[config.mk]
export PLATFORM = sky130hd
export DESIGN_NAME = store_buffer
export DESIGN_NICKNAME = d
export VERILOG_FILES = /design/src/rtl/mem_pkg.sv /design/src/rtl/sb_fwd_match.sv /design/src/rtl/store_buffer.sv
export SDC_FILE = /design/constraint.sdc
export NUM_CORES = 1
export LEC_CHECK = 0
export CORE_ASPECT_RATIO = 1.75
export CORE_UTILIZATION = 35
export DETAILED_ROUTE_END_ITERATION = 16
export PLACE_DENSITY = 0.59
export SLEW_MARGIN = 25
export SYNTH_ARGS = -nofsm -noshare
export SYNTH_HDL_FRONTEND = slang
export SYNTH_SLANG_ARGS = --single-unit
[constraint.sdc]
create_clock -name clk -period 12.75 [get_ports clk]
set_input_delay 1.9125 -clock clk [delete_from_list [all_inputs] [get_ports clk]]
set_output_delay 1.9125 -clock clk [all_outputs]
set_load 0.01 [all_outputs]
[src/rtl/mem_pkg.sv]
// Shared types for the store buffer: default widths, FSM state and the buffered entry layout.
package mem_pkg;

    localparam int DEFAULT_ADDR_W = 10;
    localparam int DEFAULT_DATA_W = 32;

    typedef enum logic {
        NORMAL = 1'b0,
        FORCE  = 1'b1
    } sb_state_t;

    typedef struct packed {
        logic                      valid;
        logic [DEFAULT_ADDR_W-1:0] addr;
        logic [DEFAULT_DATA_W-1:0] data;
    } sb_entry_t;

endpackage

[src/rtl/sb_fwd_match.sv]
// Combinational store-to-load forwarding: scans entries from youngest to oldest and returns the first address match.
module sb_fwd_match
    import mem_pkg::*;
#(
    parameter int DEPTH = 4
) (
    input  sb_entry_t [DEPTH-1:0]              entries_i,
    input  logic      [$clog2(DEPTH)-1:0]      wr_ptr_i,
    input  logic      [DEFAULT_ADDR_W-1:0]     ld_addr_i,
    output logic                               hit_o,
    output logic      [DEFAULT_DATA_W-1:0]     data_o
);

    localparam int PTR_W = $clog2(DEPTH);

    logic [PTR_W-1:0]          idx;
    logic                      found;
    logic [DEFAULT_DATA_W-1:0] foundData;

    // The slot just behind wr_ptr holds the youngest store, so walk backwards from there.
    always_comb begin
        idx       = '0;
        found     = 1'b0;
        foundData = '0;
        for (int i = 1; i <= DEPTH; i++) begin
            idx = wr_ptr_i - PTR_W'(i);
            if (!found && entries_i[idx].valid && (entries_i[idx].addr == ld_addr_i)) begin
                found     = 1'b1;
                foundData = entries_i[idx].data;
            end
        end
    end

    assign hit_o  = found;
    assign data_o = foundData;

endmodule

[src/rtl/store_buffer.sv]
// Store buffer between the MEM stage and a single-port data memory: queues stores,
// drains them when the port is free, forwards to matching loads, and forces a drain under starvation.
module store_buffer
    import mem_pkg::*;
#(
    parameter int DEPTH        = 4,
    parameter int ADDR_W       = DEFAULT_ADDR_W,
    parameter int DATA_W       = DEFAULT_DATA_W,
    parameter int STARVE_LIMIT = 8
) (
    input  logic                     clk,
    input  logic                     rst,
    input  logic                     st_valid,
    input  logic [ADDR_W-1:0]        st_addr,
    input  logic [DATA_W-1:0]        st_data,
    output logic                     st_ready,
    input  logic                     ld_req,
    input  logic [ADDR_W-1:0]        ld_addr,
    output logic                     ld_hit,
    output logic [DATA_W-1:0]        ld_fwd_data,
    output logic                     ld_stall,
    output logic                     mem_wen,
    output logic                     mem_readEn,
    output logic [ADDR_W-1:0]        mem_address,
    output logic [DATA_W-1:0]        mem_dataIn,
    output logic                     empty,
    output logic [$clog2(DEPTH):0]   count
);

    localparam int PTR_W = $clog2(DEPTH);
    localparam int CNT_W = PTR_W + 1;
    localparam int STV_W = $clog2(STARVE_LIMIT + 1);

    sb_entry_t [DEPTH-1:0] entries_q;
    logic [PTR_W-1:0]      wr_ptr_q;
    logic [PTR_W-1:0]      rd_ptr_q;
    logic [CNT_W-1:0]      count_q;
    logic [CNT_W-1:0]      count_d;
    logic [STV_W-1:0]      starve_q;
    logic [STV_W-1:0]      starve_d;
    sb_state_t             state_q;
    sb_state_t             state_d;

    sb_entry_t head;
    logic      notEmpty;
    logic      enq;
    logic      drain;

    assign head     = entries_q[rd_ptr_q];
    assign notEmpty = (count_q != '0);
    assign st_ready = (count_q != CNT_W'(DEPTH));
    assign enq      = st_valid && st_ready;
    // Drain is gated by rst so a reset cycle never commits a pending store to memory.
    assign drain    = !rst && notEmpty && ((state_q == FORCE) || !ld_req);

    assign mem_wen     = drain;
    assign mem_readEn  = (state_q == NORMAL) && ld_req;
    assign mem_address = mem_readEn ? ld_addr : head.addr;
    assign mem_dataIn  = head.data;
    assign ld_stall    = (state_q == FORCE) && ld_req;
    assign empty       = !notEmpty;
    assign count       = count_q;

    sb_fwd_match #(
        .DEPTH (DEPTH)
    ) u_match (
        .entries_i (entries_q),
        .wr_ptr_i  (wr_ptr_q),
        .ld_addr_i (ld_addr),
        .hit_o     (ld_hit),
        .data_o    (ld_fwd_data)
    );

    always_comb begin
        count_d = count_q;
        if (enq && !drain) begin
            count_d = count_q + CNT_W'(1);
        end else if (!enq && drain) begin
            count_d = count_q - CNT_W'(1);
        end
    end

    // Starvation counts only cycles where a load holds the port while stores wait.
    always_comb begin
        state_d  = state_q;
        starve_d = starve_q;
        if (state_q == FORCE) begin
            state_d  = NORMAL;
            starve_d = '0;
        end else if (drain) begin
            starve_d = '0;
        end else if (ld_req && notEmpty) begin
            starve_d = starve_q + STV_W'(1);
            if (starve_d >= STV_W'(STARVE_LIMIT)) begin
                state_d = FORCE;
            end
        end
    end

    always_ff @(posedge clk) begin
        if (rst) begin
            wr_ptr_q <= '0;
            rd_ptr_q <= '0;
            count_q  <= '0;
            starve_q <= '0;
            state_q  <= NORMAL;
            for (int i = 0; i < DEPTH; i++) begin
                entries_q[i].valid <= 1'b0;
            end
        end else begin
            state_q  <= state_d;
            starve_q <= starve_d;
            count_q  <= count_d;
            if (drain) begin
                entries_q[rd_ptr_q].valid <= 1'b0;
                rd_ptr_q                  <= rd_ptr_q + PTR_W'(1);
            end
            if (enq) begin
                entries_q[wr_ptr_q] <= '{valid: 1'b1, addr: st_addr, data: st_data};
                wr_ptr_q            <= wr_ptr_q + PTR_W'(1);
            end
        end
    end

endmodule

**Run 1: close-up of the layout**

Window x 61 to 86, y 116 to 141 um. Cells in grey, sequential cells in the stronger grey; small squares are vias.
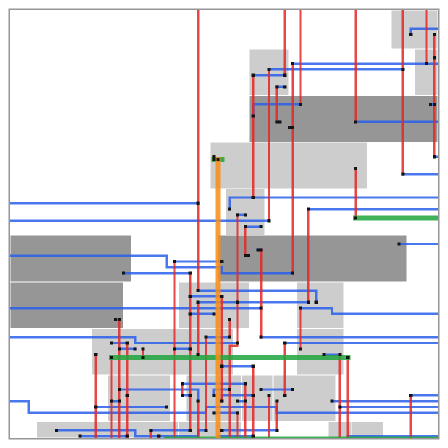
- green: metal 3
- red: metal 2
- orange: metal 4
- blue: metal 1
- sequential cells in the window: 4
- netlist names of flops here include: entries_q (4)
- cells with their middle in the window: 16
- most frequent: edfxtp_1 (4)

**Run 1: clock nets**

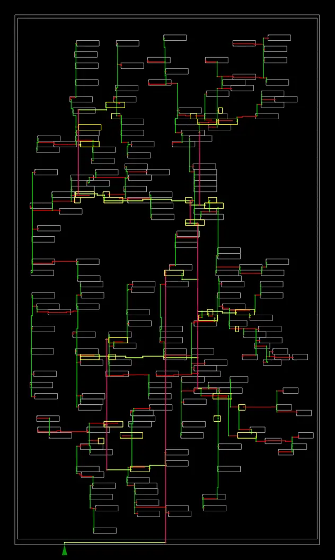
seq_cells: 184
CLK BUF: 18
Worst Skew: 0.00875 ns

**Run 1: placement by cell class**

(2 px per um) Fill, decap, tap and diode cells in grey.
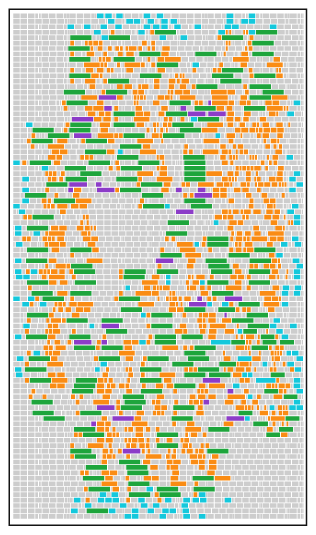
- green: flops (cells 184)
- orange: combinational and other logic (cells 863)
- cyan: other buffers and delay cells (cells 162)
- purple: clock drivers and dummy loads (cells 32)
sequential portion of the cell area: 34.9%
design area: 0.0154 mm^2

**Run 1: cell density map**

(1.5 px per um) The die is cut into 15 by 26 equal tiles; black is low, pale yellow is high, 0 to 100% covered.
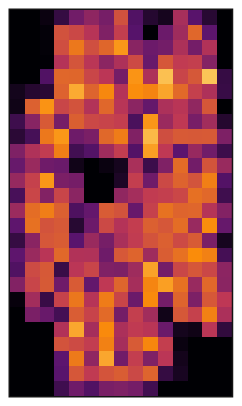
- tiles over 75% full: 4.6%
- mean over tiles: 39%
- nearly empty tiles: 14%
- fullest tile: 87%
Core Area: 0.0368 mm^2
fin util: 41.9%
Core Util at FP: 35.4%

==> reports/metrics.yaml, run 1 <==
power_and_ir_drop:
  cellInternalPower_mw: 1.58
  p_clk_mw: 0.547
  max-vdd-ir-drop_uv: 79.5
critical_path:
  cpMostUsedCell: "clkdlybuf4s50_1"
  rr_worst_depth: 6
  cp_cell_sequence: "clkdlybuf4s50_1, a22o_1, or3_1, a221o_1, or4_1, and4b_2, buf_4, a221oi_1, o22ai_1, clkdlybuf4s50_1"
  cp.depth: 10
  crit_buf_inv: 3
  regToRegEndpoint: "entries_q[132]"
  required_ns: 10.84
layout:
  inv_count: 13
  logic_gate_count: 850
  regArea_mm2: 0.00538
  nFillCells: 3592
  regMostFlops: "entries_q"
yosys:
  async_flop_share_pct: 0
  yosysWarnings: 0
  numSynthFlops: 184
  yosys.stat.seqShare_pct: 41.2
  synth.distinct_cells: 62
  synth-xor-area-share_pct: 3.16
  synth.area.top_cells: "edfxtp_1 39%, mux4_2 9.5%, and2_1 8.1%"
  common_cells: "169 x and2_1, 168 x edfxtp_1, 95 x mux2i_1, 87 x mux2_2, 75 x clkbuf_1"
run_status:
  status: "finished clean"
global_routing:
  grt_usage_pct: 21.8
  grt_pass1_vias: 10100
  use_met3_pct: 2.61
  antenna_found_initial: 1
  grt_overflow_total: 0
place:
  hpwlAfterDp_um: 25500
floorplanning:
  fp-row-count: 93
  dieArea_mm2: 0.0380
final_timing:
  setup_viol_count_final: 0
  fmax_mhz: 121
  rsz0062_at_grt: "false"
detailed_routing:
  dr.max_layer_used: "met4"
**Run 1: clock network drawn from the DEF**

(3 px per um)
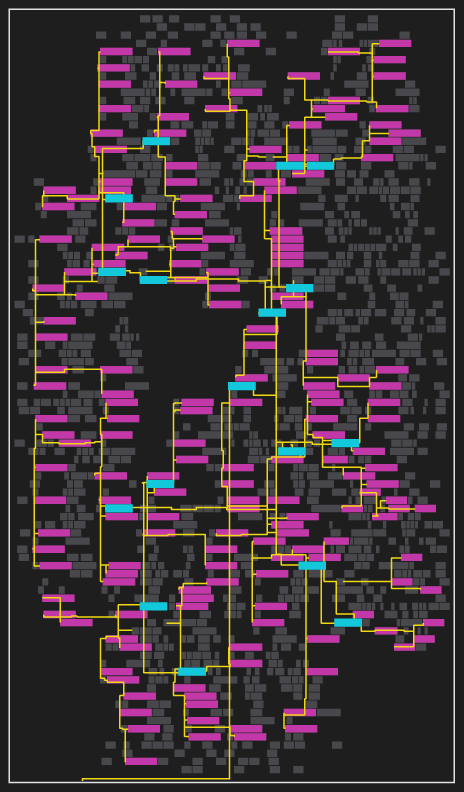

==> run 2: changes to the inputs <==
==> constraint.sdc (replaced) <==
create_clock -name clk -period 7.61 [get_ports clk]
set_input_delay 1.1415 -clock clk [delete_from_list [all_inputs] [get_ports clk]]
set_output_delay 1.1415 -clock clk [all_outputs]
set_load 0.01 [all_outputs]
**Run 2: clock network drawn from the DEF**

(3 px per um)
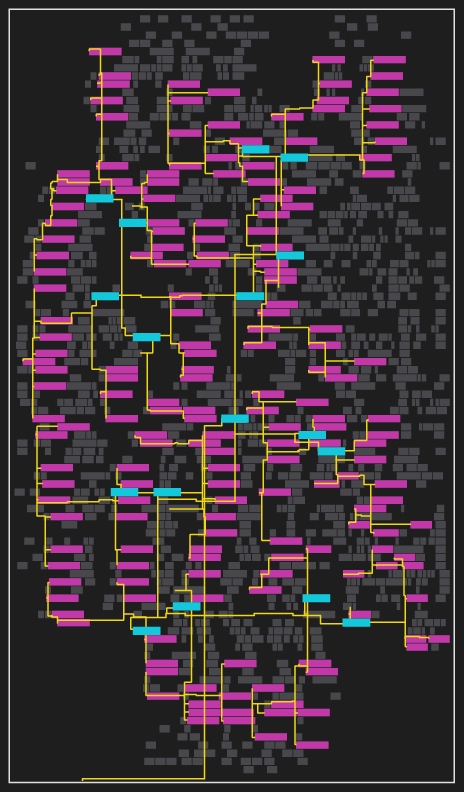
- magenta: flip-flops (count 184)
- yellow: clock wires (length 2,390 um)
- cyan: clock drivers (count 17)
- routed clock nets: 18
- flops lie: widely spread
Clock Power: 0.985 mW
Worst Skew: 0.00900 ns
clock network power share: 23.3%
clk latency late pin: 0.45 ns

==> run 2 against run 1 <==
Effect of this change: register-to-register slack worse by 5.0 ns; non-clock buffer count increased by 2; sequential share of layout area fell by 0.20 points; critical endpoint is now ld_fwd_data[30]; synthesized cell count is the same; highest routed layer unchanged; sequential power increased by about 70%.
==> reports/metrics.yaml, run 2 <==
yosys:
  synth_top_cell_by_count: "and2_1"  # unchanged
  synth.distinct_cells: 62  # unchanged
  top_cell_area_share_pct: 38.7  # unchanged
  async_flop_share_pct: 0  # unchanged
  yosys.stat.seqShare_pct: 41.2  # unchanged
  netlist_area_mm2: 0.0130  # unchanged
  common_cells: "169 x and2_1, 168 x edfxtp_1, 95 x mux2i_1, 87 x mux2_2, 75 x clkbuf_1"  # unchanged
  yosysWarnings: 0  # unchanged
  ys_cells: 1155  # unchanged
  synth.area.top_cells: "edfxtp_1 39%, mux4_2 9.5%, and2_1 8.1%"  # unchanged
  edf_count: 168  # unchanged
  synth-xor-area-share_pct: 3.16  # unchanged
  numSynthFlops: 184  # unchanged
final_timing:
  fmax_mhz: 152
  setup_viol_count_final: 0  # unchanged
  relSlewSlack_pct: 40.6  # was 36.9%
  tns_ns: 0  # unchanged
  holdWs_ns: 0.496  # was 0.487 ns
  slew_viol_final: 0  # unchanged
  rsz0062_at_grt: "false"  # unchanged
layout:
  dominant_cells: "combinational gates"  # unchanged
  inv_count: 13  # unchanged
  final_core_util_pct: 42.2  # was 41.9%
  seq_share_pct: 34.7  # was 34.9%
  clock_buffers: 17  # was 18
  nFillCells: 3587  # was 3,592
  logic_gate_count: 850  # unchanged
  post-route-cell-area_mm2: 0.0155  # was 0.0154 mm^2
  regArea_mm2: 0.00538  # unchanged
  flops: 184  # unchanged
  regMostFlops: "entries_q"  # unchanged
critical_path:
  regToRegEndpoint: "entries_q[47]"  # was entries_q[132]
  cp.depth: 13  # was 10
  crit_path_end_kind: "output pin"  # unchanged
  cpMostUsedCell: "buf_4"  # was clkdlybuf4s50_1
  rr_worst_depth: 5  # was 6
  required_ns: 6.47  # was 10.84 ns
  crit_buf_inv: 4  # was 3
  cp_cell_sequence: "inv_1, ha_4, mux4_2, xnor2_1, o21ai_1, a21o_1, or4_1, buf_4, and4b_2, buf_4, a221oi_1, o22ai_1, clkdlybuf4s50_1"  # was clkdlybuf4s50_1, a22o_1, or3_1, a221o_1, or4_1, and4b_2, buf_4, a221oi_1, o22ai_1, clkdlybuf4s50_1
floorplanning:
  coreArea_mm2: 0.0368  # unchanged
  dieArea_mm2: 0.0380  # unchanged
  fp-utilization_pct: 35.4  # unchanged
  fp-row-count: 93  # unchanged
power_and_ir_drop:
  max-vdd-ir-drop_uv: 163  # was 79.5 uV
  cellInternalPower_mw: 2.73  # was 1.58 mW
clock_tree:
  cts_tree: "done"  # unchanged
  root_buffer: "clkbuf_16"  # unchanged
flow_run:
  maxCapViolCount: 0  # unchanged
global_routing:
  antenna_found_initial: 0  # was 1
  grt_pass1_vias: 10200  # was 10,100
  grt_overflow_total: 0  # unchanged
  grt_usage_pct: 21.7  # was 21.8%
  use_met3_pct: 2.80  # was 2.61%
hold_path:
  hold_end: "starve_q[1]"  # unchanged
place:
  place_area_mm2: 0.0148  # about the same
  hpwlAfterDp_um: 26000  # was 25,500 um
detailed_routing:
  viasPerCell: 5.81  # was 5.82
  dr.max_layer_used: "met4"  # unchanged
  routed_wl_um: 40600  # about the same
run_status:
  status: "finished clean"  # unchanged
**Run 2: cell density map**

(1.5 px per um) The die is cut into 15 by 26 equal tiles; black is low, pale yellow is high, 0 to 100% covered.
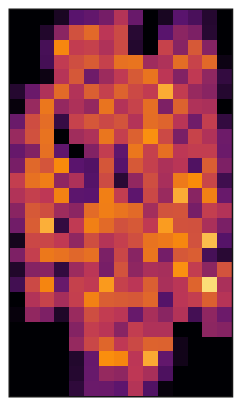

==> run 3: changes to the inputs <==
--- a/config.mk
+++ b/config.mk
@@ -6,6 +6,7 @@
 export NUM_CORES = 1
 export LEC_CHECK = 0
 export CORE_ASPECT_RATIO = 1.75
+export CORE_MARGIN = 3
 export CORE_UTILIZATION = 35
 export DETAILED_ROUTE_END_ITERATION = 16
 export PLACE_DENSITY = 0.59
**Run 3: cell density map**

(1.5 px per um) The die is cut into 15 by 26 equal tiles; black is low, pale yellow is high, 0 to 100% covered.
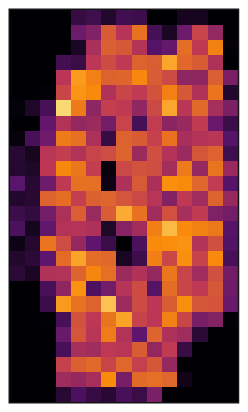
- emptiest ninth of the die: north-west
- fullest tile: 92%
- tiles over 75% full: 4.4%
- mean over tiles: 37%
- nearly empty tiles: 19%
Core Area: 0.0364 mm^2
fin util: 42.3%
Core Util at FP: 35.8%

==> run 3 against run 2 <==
Effect of this change: power decreased by 2.4%; critical endpoint is now ld_fwd_data[21]; final area decreased by 0.77%; highest routed layer unchanged; via count decreased by 1.9%; synthesized area unchanged; sequential power about the same; final cell count decreased by 0.35%; first-iteration DRC count increased by 35%; largest power group unchanged.
==> reports/metrics.yaml, run 3 <==
critical_path:
  required_ns: 6.47  # about the same
  slowest_delay_ns: 0.87  # was 0.64 ns
  rr_worst_depth: 5  # unchanged
  crit_path_end_kind: "output pin"  # unchanged
  regToRegEndpoint: "entries_q[136]"  # was entries_q[47]
  cp_cell_sequence: "inv_1, ha_4, buf_4, nor4_1, a31oi_1, or4_1, and4b_2, buf_4, a221oi_1, o22ai_1, clkdlybuf4s50_1"  # was inv_1, ha_4, mux4_2, xnor2_1, o21ai_1, a21o_1, or4_1, buf_4, and4b_2, buf_4, a221oi_1, o22ai_1, clkdlybuf4s50_1
  crit_buf_inv: 4  # unchanged
  cpMostUsedCell: "buf_4"  # unchanged
final_timing:
  finClkSkew_ns: 0.0107  # was 0.00900 ns
  rsz0062_at_grt: "false"  # unchanged
  setup_viol_count_final: 0  # unchanged
  tns_ns: 0  # unchanged
  fmax_mhz: 146  # was 152 MHz
  holdWs_ns: 0.490  # was 0.496 ns
power_and_ir_drop:
  sw_frac_of_total_pct: 36.8  # was 35.5%
  max-vdd-ir-drop_uv: 139  # was 163 uV
  p_clk_mw: 0.893  # was 0.985 mW
  cellInternalPower_mw: 2.61  # was 2.73 mW
  comb_power_share_pct: 46.4  # was 45.8%
  clock_power_share_pct: 21.6  # was 23.3%
yosys:
  common_cells: "169 x and2_1, 168 x edfxtp_1, 95 x mux2i_1, 87 x mux2_2, 75 x clkbuf_1"  # unchanged
  yosys.stat.seqShare_pct: 41.2  # unchanged
  async_flop_share_pct: 0  # unchanged
  netlist_area_mm2: 0.0130  # unchanged
  synth-xor-area-share_pct: 3.16  # unchanged
  synth.area.top_cells: "edfxtp_1 39%, mux4_2 9.5%, and2_1 8.1%"  # unchanged
  synthAdderAreaFrac_pct: 1.11  # unchanged
  ys_cells: 1155  # unchanged
  logic_family: "multiplexers"  # unchanged
  numSynthFlops: 184  # unchanged
  avgSynthCellArea_um2: 11.3  # unchanged
  top_cell_area_share_pct: 38.7  # unchanged
  edf_count: 168  # unchanged
  synth_top_cell_by_count: "and2_1"  # unchanged
  synth.distinct_cells: 62  # unchanged
  yosysWarnings: 0  # unchanged
floorplanning:
  dieArea_mm2: 0.0397  # was 0.0380 mm^2
  fp-row-count: 92  # was 93
layout:
  clock_buffers: 20  # was 17
  seq_share_pct: 34.9  # was 34.7%
  logic_gate_count: 850  # unchanged
  largest_reg_flops: 172  # unchanged
  final_cell_mix: "169 x and2_1, 168 x edfxtp_1, 138 x clkdlybuf4s50_1, 95 x mux2i_1, 87 x mux2_2"  # unchanged
  post-route-cell-area_mm2: 0.0154  # was 0.0155 mm^2
  inv_count: 13  # unchanged
  dominant_cells: "combinational gates"  # unchanged
  nFillCells: 3441  # was 3,587
  regArea_mm2: 0.00538  # unchanged
  flops: 184  # unchanged
global_routing:
  use_met3_pct: 3.04  # was 2.80%
  antenna_found_initial: 2  # was 0
  grt_usage_pct: 19.6  # was 21.7%
  grt_overflow_total: 0  # unchanged
  grt_pass1_vias: 10000  # was 10,200
hold_path:
  hold_end: "starve_q[1]"  # unchanged
place:
  place.port_buffers: 138  # unchanged
  hpwlAfterDp_um: 25600  # was 26,000 um
clock_tree:
  clk_latency_ns: 0.46  # was 0.45 ns
  cts_tree: "done"  # unchanged
  root_buffer: "clkbuf_16"  # unchanged
flow_run:
  openroad.warnings: 32  # unchanged
  maxCapViolCount: 0  # unchanged
run_status:
  status: "finished clean"  # unchanged
detailed_routing:
  viasPerCell: 5.72  # was 5.81
  routed_wl_um: 39700  # was 40,600 um
  dr.max_layer_used: "met4"  # unchanged
Power and IR drop assume default switching activity.
